**src/rtl/anim_scheduler.sv**
```systemverilog
// anim_scheduler
//   Sequences per-frame update strobes across N_OBJ animated objects. An
//   end-of-frame pulse (i_animate) starts a pass over the objects. Each
//   enabled object gets a one-cycle strobe, and the scheduler then waits for
//   that object's i_done pulse, or gives up after TIMEOUT cycles. Disabled
//   objects are skipped. The scheduler can be paused, and while paused it can
//   be single-stepped one frame at a time.
//
// Parameters
//   N_OBJ    number of objects sequenced (>= 1)
//   TIMEOUT  maximum WAIT cycles per object (1..255)
//   FRAME_W  width of the completed-frame counter
//
// Ports
//   i_clk      system clock
//   i_rst      synchronous active-high reset
//   i_animate  one-cycle end-of-frame pulse
//   i_pause    level; high suppresses frame starts
//   i_step     pulse; while paused, arms exactly one frame
//   i_en       per-object enable, sampled while issuing that object
//   i_done     per-object update-complete pulse
//   i_clr      pulse; clears the sticky flags
//   o_ani_stb  one-hot, one-cycle update strobe
//   o_busy     high whenever a frame is in progress
//   o_frame    count of completed frames (wraps)
//   o_overrun  sticky: i_animate arrived while busy
//   o_timeout  sticky: an object missed its i_done deadline
module anim_scheduler #(
    parameter int unsigned N_OBJ   = 3,
    parameter int unsigned TIMEOUT = 255,
    parameter int unsigned FRAME_W = 16
) (
    input  logic               i_clk,
    input  logic               i_rst,
    input  logic               i_animate,
    input  logic               i_pause,
    input  logic               i_step,
    input  logic [N_OBJ-1:0]   i_en,
    input  logic [N_OBJ-1:0]   i_done,
    input  logic               i_clr,
    output logic [N_OBJ-1:0]   o_ani_stb,
    output logic               o_busy,
    output logic [FRAME_W-1:0] o_frame,
    output logic               o_overrun,
    output logic               o_timeout
);

    localparam int unsigned      IDX_W      = (N_OBJ > 1) ? $clog2(N_OBJ) : 1;
    localparam logic [IDX_W-1:0] LAST_IDX   = IDX_W'(N_OBJ - 1);
    localparam logic [7:0]       TIMER_LOAD = 8'(TIMEOUT);

    typedef enum logic [1:0] {
        IDLE,
        ISSUE,
        WAIT,
        NEXT
    } state_t;

    state_t           state;
    logic [IDX_W-1:0] idx;
    logic [7:0]       timer;
    logic             step_armed;

    logic             cur_en;
    logic             cur_done;
    logic             start;
    logic             overrun_set;
    logic             timeout_set;

    // Select the enable and done bits of the object currently addressed.
    always_comb begin
        cur_en   = 1'b0;
        cur_done = 1'b0;
        for (int unsigned k = 0; k < N_OBJ; k++) begin
            if (idx == IDX_W'(k)) begin
                cur_en   = i_en[k];
                cur_done = i_done[k];
            end
        end
    end

    // A frame starts only from IDLE, and only when unpaused or when a step
    // is armed. A pulse that arrives while busy is dropped and flagged.
    always_comb begin
        start       = (state == IDLE) && i_animate && (!i_pause || step_armed);
        overrun_set = (state != IDLE) && i_animate;
        timeout_set = (state == WAIT) && !cur_done && (timer == 8'd1);
    end

    // The strobe decodes from the current state and the live i_en, because
    // the enable is defined as sampled in the ISSUE cycle itself. A registered
    // strobe would have to look ahead at i_en one cycle early.
    always_comb begin
        o_ani_stb = '0;
        if (state == ISSUE) begin
            for (int unsigned k = 0; k < N_OBJ; k++) begin
                if (idx == IDX_W'(k)) begin
                    o_ani_stb[k] = i_en[k];
                end
            end
        end
    end

    assign o_busy = (state != IDLE);

    always_ff @(posedge i_clk) begin
        if (i_rst) begin
            state      <= IDLE;
            idx        <= '0;
            timer      <= '0;
            step_armed <= 1'b0;
            o_frame    <= '0;
            o_overrun  <= 1'b0;
            o_timeout  <= 1'b0;
        end else begin
            // Any frame start consumes an armed step. A step seen while
            // paused (re)arms it.
            step_armed <= (i_step && i_pause) || (step_armed && !start);

            // A set event in the same cycle as a clear wins.
            o_overrun  <= overrun_set || (o_overrun && !i_clr);
            o_timeout  <= timeout_set || (o_timeout && !i_clr);

            case (state)
                IDLE: begin
                    if (start) begin
                        idx   <= '0;
                        state <= ISSUE;
                    end
                end
                ISSUE: begin
                    if (cur_en) begin
                        timer <= TIMER_LOAD;
                        state <= WAIT;
                    end else begin
                        state <= NEXT;
                    end
                end
                WAIT: begin
                    if (cur_done) begin
                        state <= NEXT;
                    end else begin
                        timer <= timer - 8'd1;
                        if (timer == 8'd1) begin
                            state <= NEXT;
                        end
                    end
                end
                NEXT: begin
                    if (idx != LAST_IDX) begin
                        idx   <= idx + 1'b1;
                        state <= ISSUE;
                    end else begin
                        o_frame <= o_frame + 1'b1;
                        state   <= IDLE;
                    end
                end
                default: begin
                    state <= IDLE;
                end
            endcase
        end
    end

endmodule

```
**config.mk**
```make
export PLATFORM = sky130hd
export DESIGN_NAME = anim_scheduler
export DESIGN_NICKNAME = d
export VERILOG_FILES = /design/src/rtl/anim_scheduler.sv
export SDC_FILE = /design/constraint.sdc
export NUM_CORES = 1
export LEC_CHECK = 0
export CORE_ASPECT_RATIO = 1.25
export CORE_MARGIN = 2
export CORE_UTILIZATION = 25
export DETAILED_ROUTE_END_ITERATION = 8
export PLACE_DENSITY = 0.56
export SYNTH_ARGS = -nofsm -noshare
export SYNTH_HDL_FRONTEND = slang
export SYNTH_SLANG_ARGS = --single-unit
```
**constraint.sdc**
```tcl
create_clock -name i_clk -period 2 [get_ports i_clk]
set_input_delay 0.2 -clock i_clk [delete_from_list [all_inputs] [get_ports i_clk]]
set_output_delay 0.2 -clock i_clk [all_outputs]
set_load 0.02 [all_outputs]
```
Run 1, clock wires, drivers and flops:
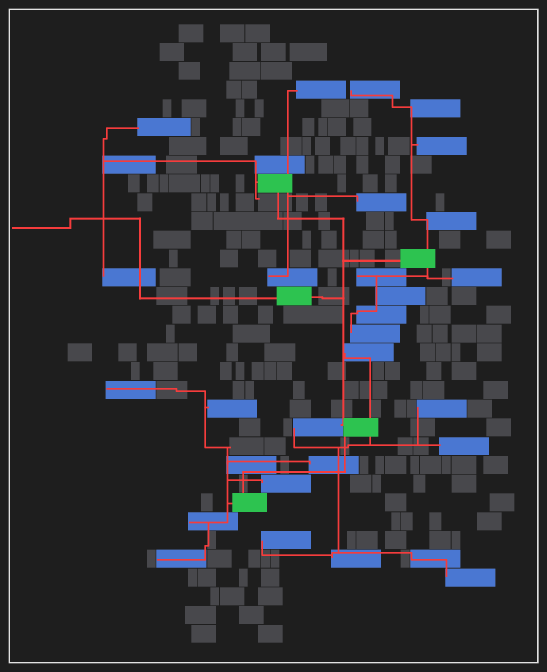
cells driving clock nets -> green  # count 5
clock wires -> red  # length 479 microns
flip-flops -> blue  # count 31
routed clock nets = 6

Run 1, cell classes on the final placement:
Bar = 20 microns.
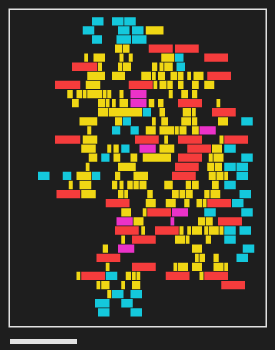
all other logic -> yellow  # cells 152, share of their area 47%
clock drivers and dummy loads -> magenta  # cells 8, share of their area 4.7%
flip-flops -> red  # cells 31, share of their area 29%
other buffers and delay cells -> cyan  # cells 43, share of their area 19%

Run 1, the clock network:
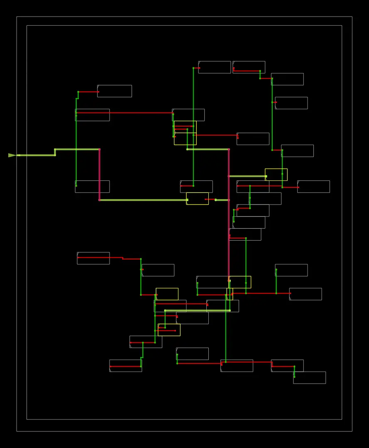
CTS buffer count: 5
CLK BUF: 8

run 1: through the flow:
stage	hold slack (ps)	std cells	total power, mW	area, sq um	util
final	477	321	2.48	2250	0.349
after global routing	505	321	2.68	2250	0.349
after CTS	480	321	2.49	2220	0.345
after detailed placement	471	313	1.93	2120	0.330
after global placement	468	313	1.93	2120	0.330
after floorplan	272	190	1.58	1640	-
run 1: cell families after synthesis:
| logic type | after synthesis | synth area share |
|---|---|---|
| and+or+nand+nor | 81 | 0.262 |
| muxes | 2 | 0.0122 |
| AOI/OAI and AO/OA | 34 | 0.150 |
| buffers and inverters | 18 | 0.0428 |
| DFF | 31 | 0.379 |
| adders and majority gates | 11 | 0.0840 |
| xor gates and xnor gates | 13 | 0.0695 |
run 1: critical path: stages (launching register included):
cell and delay [ps]:
dfxtp_2 350, inv_1 80, ha_1 230, and3b_1 210
a41oi_4 170, a211oi_1 100, buf_4 180, and2_1 200
a311oi_1 260
run 1: synth_stat cells, drive strengths merged:
master   instances  area, sq um
a211oi           4         30.0
a21oi           12         60.1
a22oi            2         15.0
a311oi           6         52.6
a41oi            1         27.5
and2             2         12.5
and3             8         50.1
and3b            1         8.76
and4             2         17.5
buf              2         10.0
clkbuf           5         18.8
dfxtp           31          621
ha              11          138
inv             11         41.3
mux2i            2         20.0
nand2           15         56.3
nand2b           6         37.5
nand3            7         35.0
nand3b           1         7.51
nand4            5         31.3
nor2            24         90.1
nor3             2         10.0
nor4             3         18.8
nor4b            1         23.8
o2111a           1         11.3
o21ai            7         35.0
o2bb2ai          1         15.0
or3              3         18.8
or4              1         11.3
xnor2            2         17.5
xor2            11         96.3
run 1: routing by layer:
metal  wire (microns)  global-route usage
met2             1970               0.198
met3              206              0.0373
met1             1650               0.127
met5                0                   0
met4               76              0.0500
==> reports/results.ini, run 1 <==
[run_status]
status=finished clean

[pwr]
vdd_drop_max_mv=0.309
intPower_mw=1.56
power-top-group=combinational logic
pwr-share-comb=0.433
seqPwrFrac=0.346
power.switching_mw=0.920
p_leak_nw=0.890
p_clk_mw=0.549
comb_power_mw=1.07
p_sw_frac=0.370
p_per_area_nw_per_um2=1110
p_seq_mw=0.860
clkPwrFrac=0.221

[cts]
ctsHoldBuffers=0
clk_pin_slew_ps=70
worstSkewPairLatency_ps=280
cts_num_sinks=31
cts_tree=yes
cts_setup_buffers=0
cts_max_level=2
clk_path_buf_depth=2
cts_resized=1
root_buffer=clkbuf_8

[route]
viasPerCell=4.65
route.detailed.drc=0
num_vias=1493
ant_nets=0
firstDrtPassIters=4
wl_mm=3.90
drtIter0Drc=103
wl_per_cell_microns=12.2

[place]
dp_hpwl_mm=2.89
pre_cts_slack_ps=63.3
gp_congestion=0.802
portBuffers=33

[logic_synthesis]
synth_nets=213
ys.flops=31
yosys_cells=190
synth_area_sq_um=1640
yosys-stat-area_sq_um=1640
synth_warnings=0
ys_seq_frac=0.379
synth.avg_cell_area_sq_um=8.62
syn_inst=190
yosysUniqueCellTypes=31

[die]
fp-row-count=33
io_pins=34
core_area_sq_um=6440
n_tap_cell=87
fp_util=0.254
die_y_microns=94.5
die_w_microns=76.4
chipArea_sq_um=7220

[global_route]
grt_pass1_wl_mm=6.56
grt_pass1_vias=1437
grt_max_degree=32
grt_overflow_total=0
grt_antenna_before_repair=0
grt.total_usage=0.114

[layout]
multiInputGateArea_sq_um=960
register_area_sq_um=624
top_regs=o_frame (16), timer (8)
regMostFlops=o_frame
seq_share=0.278
n_all_buffers=43
bufAreaShareNonClock=0.183
largest_reg_flops=16
comb_share=0.427
fillers=695
final_layout_size_suffix_gt1_frac=0.120
inv_count=11
largest_cell_class=combinational gates
lay_top_cells=clkdlybuf4s50_1, dfxtp_1, nor2_1
nFlopsAndLatches=31
nets=256
clock_area_frac=0.0446
num_antenna_cells=0
layout_top_cell=clkdlybuf4s50_1
logic_gates=141
syn_to_final_growth_pct=37.1

[critical_path]
r2r_end=timer[2]
crit_path_end=timer[2]
path_class=register to register
setup.worst_path.start=state[0]
r2r_slack_ps=120
startpoint_type=register
endpoint_kind=register
cp_max_fo=11
worstPathArrival_ps=2070
r2r_start=state[0]
worstPathRequired_ps=2190
worstRegToRegCells=8

[timing]
slew_headroom=0.703
post-route-min-period_ps=1880
fin_worst_skew_ps=7.94
fin_crit_sh=0.939
worstMarginPinSlew_ps=445
finalSetupViolations=0
maxSlewViolCount=0
rsz0062_at_grt=no
fmax_mhz=533
finalWorstSetupSlack_ps=123
hold_violations=0
tns_ps=0

[min_path]
min_path_cells=2
hold_class=register to register
hold_path_startpoint=o_timeout
holdPathEnd=o_timeout

[flow_run]
cap_violations=0
warning_count=33

--- run 2 (diff from run 1) ---
Settings changed: PLACE_DENSITY 0.56 to 0.55.
Clock period 2 ns to 2.4 ns, I/O delays scaled along.
==> run 2 against run 1 <==
  * Sequential power down 15%
  * Synthesized area unchanged
  * Routed wire length is 2.6% lower
  * Clock skew shrank 1.8 ps
  * Non-clock buffer count fell by 7
  * Total power decreased by 16%
  * Register-to-register slack better by 300 ps
  * Combinational power fell by 24%
  * Critical path depth fell by 4
  * Global-route usage shrank 0.092 points
  * Highest routed layer unchanged
==> reports/results.ini, run 2 <==
[run_status]
status=finished clean

[logic_synthesis]
ys_sh_simple=0.262
ys_sh_mux=0.0122
adder_share=0.0840
syn_inst=190
synthArstFlopShare=0
aoi_share=0.150
top_cell_area_share=0.379
yosysUniqueCellTypes=31
yosys-stat-area_sq_um=1640
area_leaders=dfxtp_1, ha_1, xor2_1
synth_warnings=0
edf_count=0
yosysTopAreaCell=dfxtp_1
ys_sh_xor=0.0695
topCombFamilyByArea=simple AND/OR/NAND/NOR gates
ys.flops=31
ys_seq_frac=0.379
ys.flop_type=dfxtp_1
synth_area_sq_um=1640
synth_nets=213
most_common_cell=dfxtp_1
top_cells_by_count=dfxtp_1, nor2_1, nand2_1, a21oi_1
synth.avg_cell_area_sq_um=8.62
yosys_cells=190

[timing]
slew_headroom=0.663
post-route-min-period_ps=2040
tns_ps=0
rsz0062_at_grt=no
hold_violations=0
finalWorstSetupSlack_ps=359
maxSlewViolCount=0
fin_worst_skew_ps=6.14
worstMarginPinSlew_ps=500
fin_crit_sh=0.851
fmax_mhz=490
finalSetupViolations=0

[layout]
syn_to_final_growth_pct=33.6
register_area_sq_um=621
nets=249
num_antenna_cells=0
multiInputGateArea_sq_um=947
largest_reg_flops=16
regMostFlops=o_frame
final_cell_area_sq_um=2190
final_layout_size_suffix_gt1_frac=0.0661
fillers=702
layout_top_cell=clkdlybuf4s50_1
lay_top_cells=clkdlybuf4s50_1, dfxtp_1, nor2_1
post-route-util=0.340
top_regs=o_frame (16), timer (8)

[min_path]
hold_path_startpoint=o_timeout
hold_class=register to register
min_path_cells=2
holdPathEnd=o_timeout

[cts]
cts_max_level=2
ctsHoldBuffers=0
cts_made_buffers=5
cts_setup_buffers=0
root_buffer=clkbuf_8
clk_pin_slew_ps=70
clk_path_buf_depth=2
cts_resized=0
cts_tree=yes

[critical_path]
worstRegToRegCells=8
crit_family=buffers and inverters
startpoint_type=register
path_buffers=2
cp_cell_sequence=inv_1 -> ha_1 -> and3_1 -> clkdlybuf4s50_1
path_class=register to primary output
cp_slowest_cell=clkdlybuf4s50_1
r2r_end=timer[7]
endpoint_kind=primary output
worstPathArrival_ps=1800
r2r_slack_ps=420
slowest_delay_ps=600
worstPathRequired_ps=2160
r2r_start=idx[0]
cp_max_fo=9
cp_num_cells=4

[flow_run]
warning_count=33
cap_violations=0

[pwr]
p_per_area_nw_per_um2=954
clkPwrFrac=0.262
intPower_mw=1.32
p_leak_nw=0.813
p_seq_mw=0.730
power-top-group=combinational logic
seqPwrFrac=0.350
comb_power_mw=0.812
vdd_drop_max_mv=0.374
pwr-share-comb=0.389
power.switching_mw=0.764
p_sw_frac=0.366

[place]
gp_congestion=0.809
dp_hpwl_mm=2.73
pre_cts_slack_ps=401
dpl_cell_area_sq_um=2070
portBuffers=33

[route]
route.detailed.drc=0
ant_nets=0
wl_per_cell_microns=12.1
drtIter0Drc=38
num_vias=1453
firstDrtPassIters=4
viasPerCell=4.63
wl_mm=3.80

[global_route]
grt.total_usage=0.113
grt_pass1_vias=1437
grt_antenna_before_repair=0
grt_pass1_wl_mm=6.50
grt_overflow_total=0
grt_max_degree=32

[die]
die_w_microns=76.4
die_y_microns=94.5
fp_util=0.254
core_area_sq_um=6440
chipArea_sq_um=7220
io_pins=34
fp-row-count=33

[run 2: netlist changes by cell type in the layout (fill, tap and decap cells not counted), sizes merged]
| cell | previous run | this run |
|---|---|---|
| buf | 10 | 3 |
| clkbuf | 8 | 6 |
| dlymetal6s2s | 3 | 0 |
| bufinv | 0 | 1 |
| clkinv | 0 | 1 |
| dlygate4sd2 | 1 | 0 |
| clkdlybuf4s50 | 29 | 33 |
[run 2: per-stage QoR]
stage,hold WS (ps),power [mW],cells
5_1_grt,507,2.25,314
2_1_floorplan,312,1.32,190
6_report,480,2.09,314
4_1_cts,478,2.10,314
3_5_place_dp,466,1.54,306
3_3_place_gp,452,1.55,306
[run 2: kinds of logic after synthesis]
family                     after synthesis
buffers and inverters                   18
AOI/OAI and AO/OA                       34
DFF                                     31
adders and majority gates               11
xor gates and xnor gates                13
and+or+nand+nor                         81
muxes                                    2
[run 2: area by class of cell]
cell class              instances  area share
clock buffers                   6      0.0377
clock inverters                 2      0.0160
inverters                      11      0.0189
multi-input cells             141       0.433
flip-flops and latches         31       0.284
well taps                      87      0.0497
repair buffers                 36       0.161
[run 2: worst max-delay path by stage]
stage	startpoint	slack, ps	to
6_report	idx[0]	360	o_ani_stb[2]
5_1_grt	idx[0]	200	o_ani_stb[2]
4_1_cts	idx[0]	330	o_ani_stb[2]
3_5_place_dp	idx[0]	400	timer[7]
3_3_place_gp	idx[0]	450	timer[2]
2_1_floorplan	idx[0]	520	timer[2]
[run 2: routing by layer]
layer	GRT usage	vias to the layer above	share of wire
li1	-	737	-
met1	0.118	671	0.42
met2	0.195	35	0.50
met3	0.0411	10	0.051
met4	0.0667	0	0.030
met5	0	-	0
Run 2, cell classes on the final placement:
Bar = 20 microns.
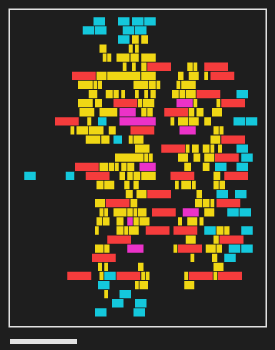
flip-flops -> red  # cells 31, share of their area 30%
other buffers and delay cells -> cyan  # cells 36, share of their area 17%
clock drivers and dummy loads -> magenta  # cells 8, share of their area 5.7%
all other logic -> yellow  # cells 152, share of their area 48%

Run 2, the clock network:
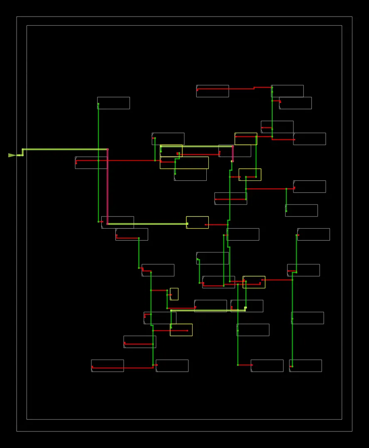
CLK BUF: 6
Clock Sink Count: 31
Flops: 31
Clock group: 0.547 mW
worst-skew pair later-pin latency: 280 ps

Run 2, clock wires, drivers and flops:
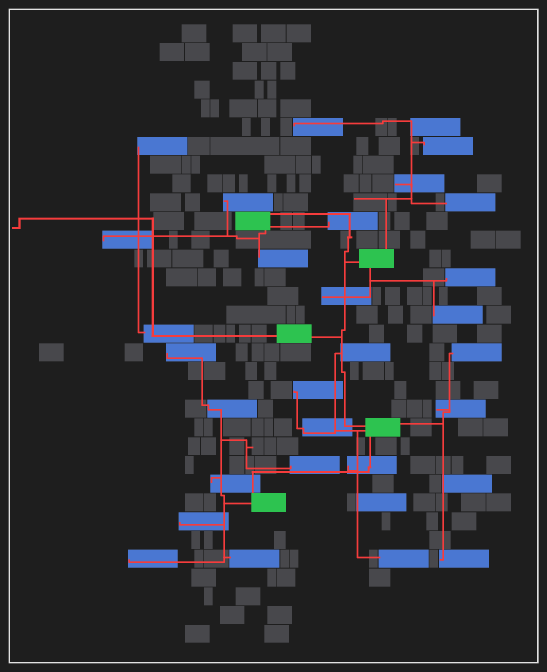
flip-flops -> blue  # count 31
clock wires -> red  # length 491 microns
cells driving clock nets -> green  # count 5
routed clock nets = 6

No activity file was given, so power comes from the tool's default toggle rates.
